===== src/rtl/lab1_imul_mul_arbiter.sv =====
// Round-robin front end sharing one variable-latency multiplier between two requesters.
// Optional LAB1_IMUL_MUL_ARB_PERF_EN adds per-requester response counters and a line-trace field.
module lab1_imul_mul_arbiter #(
    parameter int p_req_nbits  = 64,
    parameter int p_resp_nbits = 32,
    parameter int p_cnt_nbits  = 16
) (
    input  logic                    clk,
    input  logic                    reset,

    input  logic                    req0_val,
    output logic                    req0_rdy,
    input  logic [p_req_nbits-1:0]  req0_msg,
    output logic                    resp0_val,
    input  logic                    resp0_rdy,
    output logic [p_resp_nbits-1:0] resp0_msg,

    input  logic                    req1_val,
    output logic                    req1_rdy,
    input  logic [p_req_nbits-1:0]  req1_msg,
    output logic                    resp1_val,
    input  logic                    resp1_rdy,
    output logic [p_resp_nbits-1:0] resp1_msg,

    output logic                    mul_req_val,
    input  logic                    mul_req_rdy,
    output logic [p_req_nbits-1:0]  mul_req_msg,
    input  logic                    mul_resp_val,
    output logic                    mul_resp_rdy,
    input  logic [p_resp_nbits-1:0] mul_resp_msg
`ifdef LAB1_IMUL_MUL_ARB_PERF_EN
    ,
    output logic [p_cnt_nbits-1:0]  cnt0,
    output logic [p_cnt_nbits-1:0]  cnt1,
    output logic [15:0]             line_trace
`endif
);

    typedef enum logic [1:0] {
        ST_IDLE  = 2'd0,
        ST_ISSUE = 2'd1,
        ST_WAIT  = 2'd2
    } state_t;

    state_t                 state;
    state_t                 state_next;
    logic                   owner;
    logic                   prio;
    logic [p_req_nbits-1:0] msg_reg;

    logic                   grant;
    logic                   req_fire;
    logic                   resp_fire;

    // NOTE: non-blocking assignments on every flop so all registers sample the same pre-edge values.
    always_ff @(posedge clk or negedge reset) begin
        if (!reset) state <= ST_IDLE;
        else        state <= state_next;
    end

    always_ff @(posedge clk or negedge reset) begin
        if (!reset) begin
            owner   <= 1'b0;
            prio    <= 1'b0;
            msg_reg <= '0;
        end else if (req_fire) begin
            owner   <= grant;
            prio    <= ~grant;
            msg_reg <= grant ? req1_msg : req0_msg;
        end
    end

    // NOTE: every output gets a default before the case so no path leaves a latch behind.
    always_comb begin
        state_next   = state;
        grant        = (req0_val && req1_val) ? prio : req1_val;
        req_fire     = 1'b0;
        resp_fire    = 1'b0;
        req0_rdy     = 1'b0;
        req1_rdy     = 1'b0;
        resp0_val    = 1'b0;
        resp0_msg    = '0;
        resp1_val    = 1'b0;
        resp1_msg    = '0;
        mul_req_val  = 1'b0;
        mul_req_msg  = '0;
        mul_resp_rdy = 1'b0;

        // Outputs are forced quiet while reset is held, even though the flops already read IDLE.
        if (reset) begin
            case (state)
                ST_IDLE: begin
                    req0_rdy = (req0_val || req1_val) && !grant;
                    req1_rdy = (req0_val || req1_val) &&  grant;
                    req_fire = (req0_val && req0_rdy) || (req1_val && req1_rdy);
                    if (req_fire) state_next = ST_ISSUE;
                end
                ST_ISSUE: begin
                    mul_req_val = 1'b1;
                    mul_req_msg = msg_reg;
                    if (mul_req_rdy) state_next = ST_WAIT;
                end
                ST_WAIT: begin
                    mul_resp_rdy = owner ? resp1_rdy : resp0_rdy;
                    if (owner) begin
                        resp1_val = mul_resp_val;
                        resp1_msg = mul_resp_msg;
                    end else begin
                        resp0_val = mul_resp_val;
                        resp0_msg = mul_resp_msg;
                    end
                    resp_fire = mul_resp_val && mul_resp_rdy;
                    if (resp_fire) state_next = ST_IDLE;
                end
                default: state_next = ST_IDLE;
            endcase
        end
    end

`ifdef LAB1_IMUL_MUL_ARB_PERF_EN
    always_ff @(posedge clk or negedge reset) begin
        if (!reset) begin
            cnt0 <= '0;
            cnt1 <= '0;
        end else if (resp_fire) begin
            if (owner && !(&cnt1))       cnt1 <= cnt1 + 1'b1;
            else if (!owner && !(&cnt0)) cnt0 <= cnt0 + 1'b1;
        end
    end

    // Two ASCII characters: state letter (I/S/W) followed by owner digit.
    always_comb begin
        line_trace[7:0] = 8'h30 | {7'd0, owner};
        case (state)
            ST_ISSUE: line_trace[15:8] = 8'h53;
            ST_WAIT:  line_trace[15:8] = 8'h57;
            default:  line_trace[15:8] = 8'h49;
        endcase
    end
`else
    logic unused_cnt_cfg;
    assign unused_cnt_cfg = (p_cnt_nbits > 0);
`endif

endmodule


===== config.mk =====
export PLATFORM = sky130hd
export DESIGN_NAME = lab1_imul_mul_arbiter
export DESIGN_NICKNAME = d
export VERILOG_FILES = /design/src/rtl/lab1_imul_mul_arbiter.sv
export SDC_FILE = /design/constraint.sdc
export NUM_CORES = 1
export LEC_CHECK = 0
export ABC_AREA = 1
export CAP_MARGIN = 5
export CORE_MARGIN = 10
export CORE_UTILIZATION = 34
export DETAILED_ROUTE_END_ITERATION = 12
export PLACE_DENSITY_LB_ADDON = 0.25
export RECOVER_POWER = 50
export SETUP_SLACK_MARGIN = 0.5
export SLEW_MARGIN = 0
export SYNTH_ARGS = -nofsm -noshare
export SYNTH_HDL_FRONTEND = slang
export SYNTH_SLANG_ARGS = --single-unit

===== constraint.sdc =====
create_clock -name clk -period 1.3 [get_ports clk]
set_input_delay 0.26 -clock clk [delete_from_list [all_inputs] [get_ports clk]]
set_output_delay 0.26 -clock clk [all_outputs]
set_load 0.005 [all_outputs]

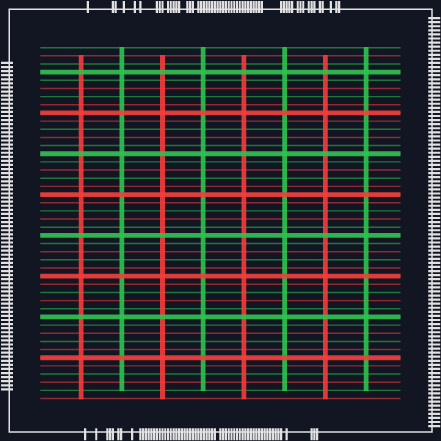
(run_1/floorplan.png)
(3 px per um) Pins as bars on the die edge.
legend:
  VSS:
    color: red
  VDD:
    color: green
met5 straps: 8
rows: 43
signal pins: 302

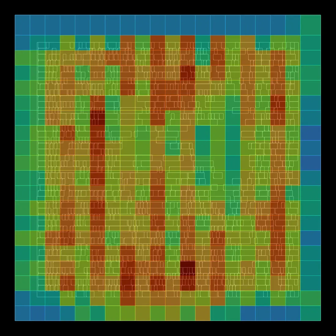
(run_1/congestion_map.png)
met1 layer usage reported by global route: 0.238
Layout Utilization: 0.684

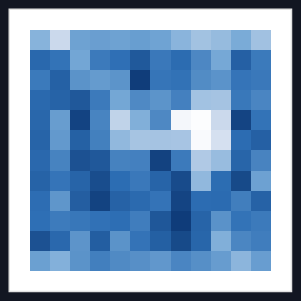
(run_1/util_map.png)
(2 px per um) 14 x 14 tiles, from white (low) to dark blue (high), 0 to 100% covered.
fullest tile: 95%
mean over tiles: 48%
nearly empty tiles: 27%
tiles over 75% full: 24%

==> flow_metrics.env, run 1 <==
# flow metrics
export IMPL_run_status="finished, violations left"
export IMPL_violations="setup timing"
export IMPL_power_w=0.0146
export IMPL_ys_cells=837
export IMPL_synth_compound_area_share=0.00406
export IMPL_n_clock_buffer=11
export IMPL_via_density_per_instance=4.57
export IMPL_regArea_mm2=0.00170
export IMPL_pg_clk_w=0.00276
export IMPL_routed_top_layer="met4"
export IMPL_place_gp_congestion=0.847
export IMPL_grt_pass1_vias=6055
export IMPL_placeableCoreArea_mm2=0.0140
export IMPL_met3RoutedLength_um=2230
export IMPL_floorplan_io_pins=302
export IMPL_grt_max_degree=62
export IMPL_top_area_frac=0.345
export IMPL_worstSetupStartpointType="flop"
export IMPL_setup_viol=201
export IMPL_comb_power_share=0.558
export IMPL_global_route_usage_total=0.213
export IMPL_buffer_area_frac=0.360
export IMPL_largest_register_ffs=64
export IMPL_number_of_signal_net_buffers_in_the_layout=366
export IMPL_slew_violations=0
export IMPL_crit_end_category="primary output"
export IMPL_n_tap_cell=180
export IMPL_synthCells=837
export IMPL_yosys_top_cells_count="232 x inv_1, 209 x nand2_1, 129 x nand3_1"
export IMPL_rr_worst_depth=8
export IMPL_clockRootBuffer="clkbuf_16"
export IMPL_timing_critical_path_depth=9
export IMPL_simple_gate_share=0.415
export IMPL_post_place_ws_ps=-605
export IMPL_setup_reg_to_reg_worst_slack_ps=-160
export IMPL_clock_skew_final_ps=4.36
export IMPL_largestPowerGroup="combinational cells"
export IMPL_num_rows=43
export IMPL_timing_setup_tns_ps=-92210
export IMPL_cts_setup_buffers=11
export IMPL_critical_path_slowest_cell="dfrtp_1"
export IMPL_grt_use_met2=0.371
export IMPL_synth_xor_area_share=0
export IMPL_layout_top_cells="230 x inv_1, 203 x nand2_1, 165 x clkdlybuf4s50_1"
export IMPL_edf_count=0
export IMPL_synthTopCellsByArea="dfrtp_1 35%, inv_1 18%, nand2_1 16%"
export IMPL_worst_slack_ps=-630
export IMPL_period_needed_ps=1930
export IMPL_holdCritPathClass="primary input to flop"
export IMPL_placedInstanceArea_mm2=0.00913
export IMPL_grt_first_pass_wirelength_um=33700
export IMPL_vdd_ir_drop_max_v=0.000774
export IMPL_detailedPlacementHpwl_um=16300
export IMPL_syn_avg_cell_area_um2=5.89
export IMPL_fp_dieW_um=140
export IMPL_pg_comb_w=0.00816
export IMPL_timing_critical_path_arrival_ps=1670
export IMPL_p_seq_frac=0.253
export IMPL_async_set_or_reset_flop_fraction_in_the_synthesized_netlist=1.00
export IMPL_globalRouteOverflowTotal=0
export IMPL_setup_worst_path_end="mul_req_msg[18]"
export IMPL_final_cell_area_mm2=0.00960
export IMPL_seq_area_frac=0.177
export IMPL_power_switching_fraction=0.418
export IMPL_powerSeq_w=0.00370
export IMPL_numCtsBuffers=9
export IMPL_hold_slack_ps=348
export IMPL_startpoint="state[1]"
export IMPL_met1_length_um=8370
export IMPL_clk_insertion_delay_late_ps=330
export IMPL_critical_path_required_ps=1040
export IMPL_cts_tree="yes"
export IMPL_cts_sink_count=68
export IMPL_number_of_nets_with_antenna_violations_after_routing=0
export IMPL_grt_busiest_layer="met2"
export IMPL_routed_wl_met2_um=11300
export IMPL_capturing_point_of_the_worst_reg2reg_path="msg_reg[61]"
export IMPL_finalNetCount=1327
export IMPL_switchingPower_w=0.00611
export IMPL_routed_wl_um=22300
export IMPL_mappedNetlistNets=1005
export IMPL_maximum_frequency_from_static_timing_analysis_mhz=518
export IMPL_port_buffers=301
export IMPL_mostFrequentLayoutCell="inv_1"
export IMPL_critical_path_class="flop to primary output"
export IMPL_layout_drive_gt1_share=0.308
export IMPL_post_place_cells=1301
export IMPL_hold_viol_final=0
==> run_1/clock_wires.png <==
(4 px per um)
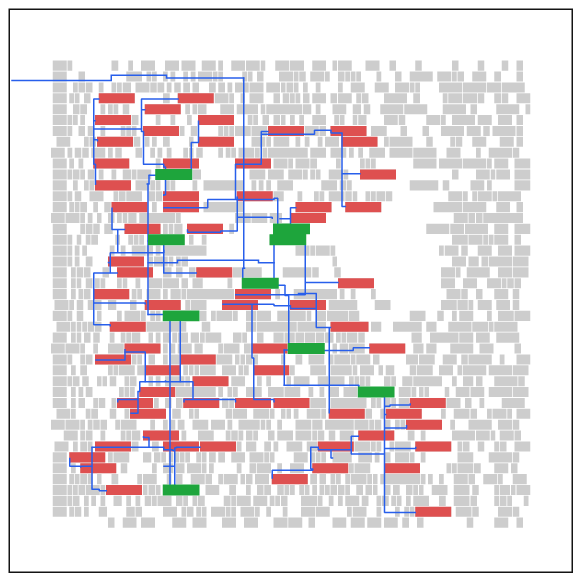

--- run 2 (diff from run 1) ---
Settings changed: CORE_MARGIN 10 to 2, GPL_TIMING_DRIVEN from default to 0.
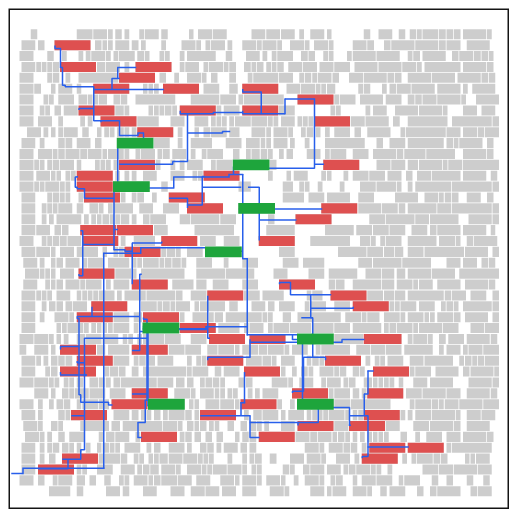
(run_2/clock_wires.png)
(4 px per um)
legend:
  clock wires:
    color: blue
    length: 1070 um
  flip-flops:
    color: red
    count: 68
  clock-net drivers:
    color: green
    count: 9
routed clock nets: 10
latest clock arrival within the worst-skew pair: 330 ps
Fin Clk Skew: 7.20 ps
Clk. pwr: 0.00290 W

==> flow_metrics.env, run 2 <==
# flow metrics
export IMPL_post_place_ws_ps=-1060
export IMPL_mappedNetlistNets=1005
export IMPL_fin_util=0.801
export IMPL_port_buffers=301
export IMPL_startpoint="state[1]"
export IMPL_worstSetupStartpointType="flop"
export IMPL_comb_power_share=0.640
export IMPL_place_gp_congestion=0.877
export IMPL_grt_use_met2=0.536
export IMPL_drt_iter0_drc=353
export IMPL_grt_first_pass_wirelength_um=35600
export IMPL_detailedPlacementHpwl_um=14800
export IMPL_via_density_per_instance=4.76
export IMPL_routed_wl_met2_um=12500
export IMPL_syn_avg_cell_area_um2=5.89
export IMPL_finalNetCount=1404
export IMPL_floorplan_io_pins=302
export IMPL_largestPowerGroup="combinational cells"
export IMPL_powerSeq_w=0.00378
export IMPL_final_cell_area_mm2=0.0113
export IMPL_numCtsBuffers=9
export IMPL_grt_busiest_layer="met2"
export IMPL_global_route_usage_total=0.289
export IMPL_setup_reg_to_reg_worst_slack_ps=-690
export IMPL_top_area_frac=0.345
export IMPL_worst_slack_ps=-749
export IMPL_cts_repair_resized=732
export IMPL_fp_dieW_um=124
export IMPL_async_set_or_reset_flop_fraction_in_the_synthesized_netlist=1.00
export IMPL_number_of_nets_with_antenna_violations_after_routing=0
export IMPL_post_place_cells=1319
export IMPL_routed_top_layer="met5"
export IMPL_placedInstanceArea_mm2=0.00921
export IMPL_pg_comb_w=0.0119
export IMPL_switchingPower_w=0.00750
export IMPL_synthCells=837
export IMPL_met1_layer_usage_reported_by_global_route=0.308
export IMPL_yosys_top_cells_count="232 x inv_1, 209 x nand2_1, 129 x nand3_1"
export IMPL_n_clock_buffer=10
export IMPL_p_seq_frac=0.204
export IMPL_synthDominantAreaCellType="dfrtp_1"
export IMPL_period_needed_ps=2050
export IMPL_edf_count=0
export IMPL_ys_cells=837
export IMPL_cts_setup_buffers=51
export IMPL_hold_slack_ps=-217
export IMPL_placeableCoreArea_mm2=0.0140
export IMPL_synth_distinct_cells=16
export IMPL_run_status="finished, violations left"
export IMPL_maximum_frequency_from_static_timing_analysis_mhz=488
export IMPL_clockRootBuffer="clkbuf_16"
export IMPL_hold_viol_final=27
export IMPL_number_of_signal_net_buffers_in_the_layout=442
export IMPL_setup_worst_path_end="resp1_msg[15]"
export IMPL_cts_sink_count=68
export IMPL_num_rows=43
export IMPL_grt_max_degree=42
export IMPL_rr_worst_depth=14
export IMPL_timing_setup_tns_ps=-118390
export IMPL_mostFrequentLayoutCell="inv_1"
export IMPL_timing_critical_path_depth=9
export IMPL_critical_path_class="flop to primary output"
export IMPL_timing_critical_path_arrival_ps=1790
export IMPL_capturing_point_of_the_worst_reg2reg_path="msg_reg[13]"
export IMPL_slew_violations=0
export IMPL_buffer_area_frac=0.408
export IMPL_largest_register_ffs=64
export IMPL_layout_drive_gt1_share=0.392
export IMPL_layout_top_cells="229 x inv_1, 184 x nand2_1, 166 x clkdlybuf4s50_1"
export IMPL_met3RoutedLength_um=1470
export IMPL_setup_viol=202
export IMPL_vdd_ir_drop_max_v=0.000756
export IMPL_grt_pass1_vias=6820
export IMPL_crit_end_category="primary output"
export IMPL_internal_power_w=0.0111
export IMPL_simple_gate_share=0.415
export IMPL_globalRouteOverflowTotal=0
export IMPL_crit_chain="inv_2, buf_6, nor2_4, inv_4, buf_12, buf_8, buf_16, nor3_4, buf_2"
export IMPL_violations="hold timing, setup timing"
export IMPL_power_w=0.0186
export IMPL_synth_compound_area_share=0.00406
export IMPL_n_tap_cell=180
export IMPL_regArea_mm2=0.00170
export IMPL_critical_path_slowest_cell="dfrtp_1"
export IMPL_holdCritPathClass="primary input to asynchronous set/reset pin"
export IMPL_synthTopCellsByArea="dfrtp_1 35%, inv_1 18%, nand2_1 16%"
export IMPL_cts_tree="yes"
export IMPL_critical_path_required_ps=1040
export IMPL_seq_area_frac=0.151
export IMPL_routed_wl_um=23200
export IMPL_slew_headroom=0.695
export IMPL_synth_xor_area_share=0
==> run_2/m4.png <==
(3 px per um)
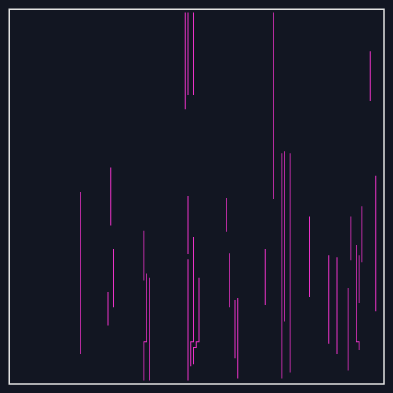

--- run 3 (diff from run 2) ---
--- a/config.mk
+++ b/config.mk
@@ -7,7 +7,9 @@
 export LEC_CHECK = 0
 export ABC_AREA = 1
+export ABC_CLOCK_PERIOD_IN_PS = 1300
 export CAP_MARGIN = 5
 export CORE_MARGIN = 2
 export CORE_UTILIZATION = 34
+export CTS_CLUSTER_SIZE = 30
 export DETAILED_ROUTE_END_ITERATION = 12
 export GPL_TIMING_DRIVEN = 0
==> constraint.sdc (replaced) <==
create_clock -name clk -period 1.3 [get_ports clk]
set_input_delay 0.39 -clock clk [delete_from_list [all_inputs] [get_ports clk]]
set_output_delay 0.39 -clock clk [all_outputs]
set_load 0.005 [all_outputs]
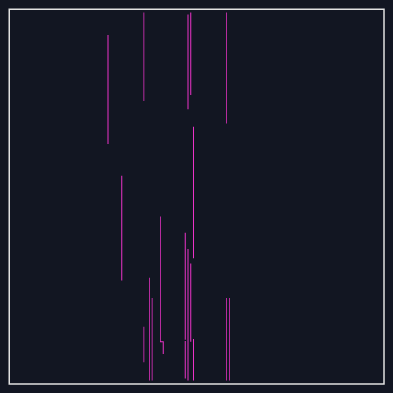
(run_3/m4.png)
(3 px per um)
share of all routed wire: 2.5%
longest straight run: 43.5 um
nets with wire on the layer: 15
wire length on this layer: 543 um

==> flow_metrics.env, run 3 <==
# flow metrics
export IMPL_holdCritPathClass="primary input to asynchronous set/reset pin"
export IMPL_setup_worst_path_end="mul_req_msg[51]"
export IMPL_drt_iter0_drc=260
export IMPL_critical_path_slowest_cell="dfrtp_1"
export IMPL_yosysMostFrequentCell="inv_1"
export IMPL_power_per_cell_area_mw_per_mm2=1530
export IMPL_rr_worst_depth=13
export IMPL_slew_headroom=0.488
export IMPL_worstSetupStartpointType="flop"
export IMPL_hold_viol_final=12
export IMPL_path_buffers=6
export IMPL_p_seq_frac=0.233
export IMPL_logic_gates=480
export IMPL_synthTopCellsByArea="dfrtp_1 35%, inv_1 18%, nand2_1 16%"
export IMPL_critical_path_class="flop to primary output"
export IMPL_timing_critical_path_depth=9
export IMPL_setup_viol=201
export IMPL_n_tap_cell=180
export IMPL_detailedPlacementHpwl_um=14500
export IMPL_finalClockPeriodUsage=1.62
export IMPL_clock_skew_final_ps=9.54
export IMPL_grt_max_degree=24
export IMPL_post_place_cells=1319
export IMPL_post_place_ws_ps=-1470
export IMPL_worst_slack_ps=-809
export IMPL_setup_reg_to_reg_worst_slack_ps=-600
export IMPL_detail_route_drc_violations=0
export IMPL_cp_max_fo=5
export IMPL_largest_register_ffs=64
export IMPL_synthCells=837
export IMPL_global_route_usage_total=0.267
export IMPL_initCoreUtil=0.351
export IMPL_clockRootBuffer="clkbuf_16"
export IMPL_cts_root_to_sink_buffers=2
export IMPL_powerSeq_w=0.00373
export IMPL_cellLeakagePower_nw=5.82
export IMPL_fp_dieW_um=124
export IMPL_yosys_synthesis_chip_area_mm2=0.00493
export IMPL_buffer_area_frac=0.398
export IMPL_critical_path_required_ps=910
export IMPL_ys_cells=837
export IMPL_die_area_mm2=0.0155
export IMPL_routed_wl_met2_um=11900
export IMPL_finalNetCount=1390
export IMPL_cts_sink_count=68
export IMPL_run_status="finished, violations left"
export IMPL_cts_setup_buffers=34
export IMPL_vdd_ir_drop_max_v=0.000639
export IMPL_startpoint="state[1]"
export IMPL_pg_comb_w=0.0101
export IMPL_max_cap_violations=0
export IMPL_comb_power_share=0.628
export IMPL_largestPowerGroup="combinational cells"
export IMPL_pg_clk_w=0.00224
export IMPL_synth_xor_area_share=0
export IMPL_grt_pass1_vias=6366
export IMPL_critPathMostFrequentCell="buf_4"
export IMPL_clk_insertion_delay_late_ps=340
export IMPL_globalRouteOverflowTotal=0
export IMPL_fin_cells=1407
export IMPL_rsz0062_at_grt="yes"
export IMPL_crit_end_category="primary output"
export IMPL_seq_area_frac=0.162
export IMPL_place_gp_congestion=0.842
export IMPL_capturing_point_of_the_worst_reg2reg_path="msg_reg[51]"
export IMPL_n_clock_buffer=11
export IMPL_critical_path_top_delay_family="buffers and inverters"
export IMPL_floorplan_io_pins=302
export IMPL_inverters=235
export IMPL_timing_setup_tns_ps=-119860
export IMPL_filler_cell_count=1072
export IMPL_placedInstanceArea_mm2=0.00893
export IMPL_hold_slack_ps=-142
export IMPL_top_area_frac=0.345
export IMPL_period_needed_ps=2110
export IMPL_edf_count=0
export IMPL_power_w=0.0160
export IMPL_cts_tree="yes"
export IMPL_layout_top_cells="229 x inv_1, 197 x nand2_1, 164 x clkdlybuf4s50_1"
export IMPL_grt_first_pass_wirelength_um=32900
export IMPL_timing_worst_slew_pin_value_ps=768
export IMPL_cts_htree_levels=3
export IMPL_num_rows=43
export IMPL_violations="hold timing, setup timing"
export IMPL_numCtsBuffers=9
export IMPL_port_buffers=301
export IMPL_met3_usage=0.0709
export IMPL_mostFrequentLayoutCell="inv_1"
export IMPL_synth_compound_area_share=0.00406
export IMPL_grt_busiest_layer="met2"
export IMPL_layout_drive_gt1_share=0.355
export IMPL_met1_layer_usage_reported_by_global_route=0.295
export IMPL_mappedNetlistNets=1005
export IMPL_synth_warnings=0
export IMPL_cts_repair_resized=615
export IMPL_clock_tree_area_fraction=0.0245
export IMPL_grt_use_met2=0.490
export IMPL_met3RoutedLength_um=1450
export IMPL_regArea_mm2=0.00170
export IMPL_switchingPower_w=0.00664
export IMPL_simple_gate_share=0.415
export IMPL_die_height_um=124
export IMPL_fin_util=0.748
export IMPL_r2r_start="state[0]"
export IMPL_yosys_top_cells_count="232 x inv_1, 209 x nand2_1, 129 x nand3_1"
export IMPL_power_switching_fraction=0.414
export IMPL_fraction_of_synthesized_area_in_multiplexers=0
export IMPL_comb_area_frac=0.308
export IMPL_crit_chain="inv_2, nand2_4, nor2_4, buf_4, inv_4, buf_4, buf_4, nor2_1, buf_2"
export IMPL_synthDominantAreaCellType="dfrtp_1"
export IMPL_layout_area_top_class="buffers"
export IMPL_syn_avg_cell_area_um2=5.89
export IMPL_synth_distinct_cells=16
export IMPL_routed_top_layer="met4"
export IMPL_internal_power_w=0.00938
export IMPL_number_of_nets_with_antenna_violations_after_routing=0
export IMPL_slew_violations=0
export IMPL_n_sequential_cell=68
export IMPL_via_density_per_instance=4.70
export IMPL_async_set_or_reset_flop_fraction_in_the_synthesized_netlist=1.00
export IMPL_netlist_area_before_placement_mm2=0.00493
export IMPL_final_cell_area_mm2=0.0105
export IMPL_routed_wl_um=22100
export IMPL_cts_reportedPaths_clkPinSlew_ps=60
export IMPL_timing_critical_path_arrival_ps=1720
export IMPL_maximum_frequency_from_static_timing_analysis_mhz=474
export IMPL_number_of_signal_net_buffers_in_the_layout=428
export IMPL_placeableCoreArea_mm2=0.0140
Power is estimated from default activity; no workload was simulated.
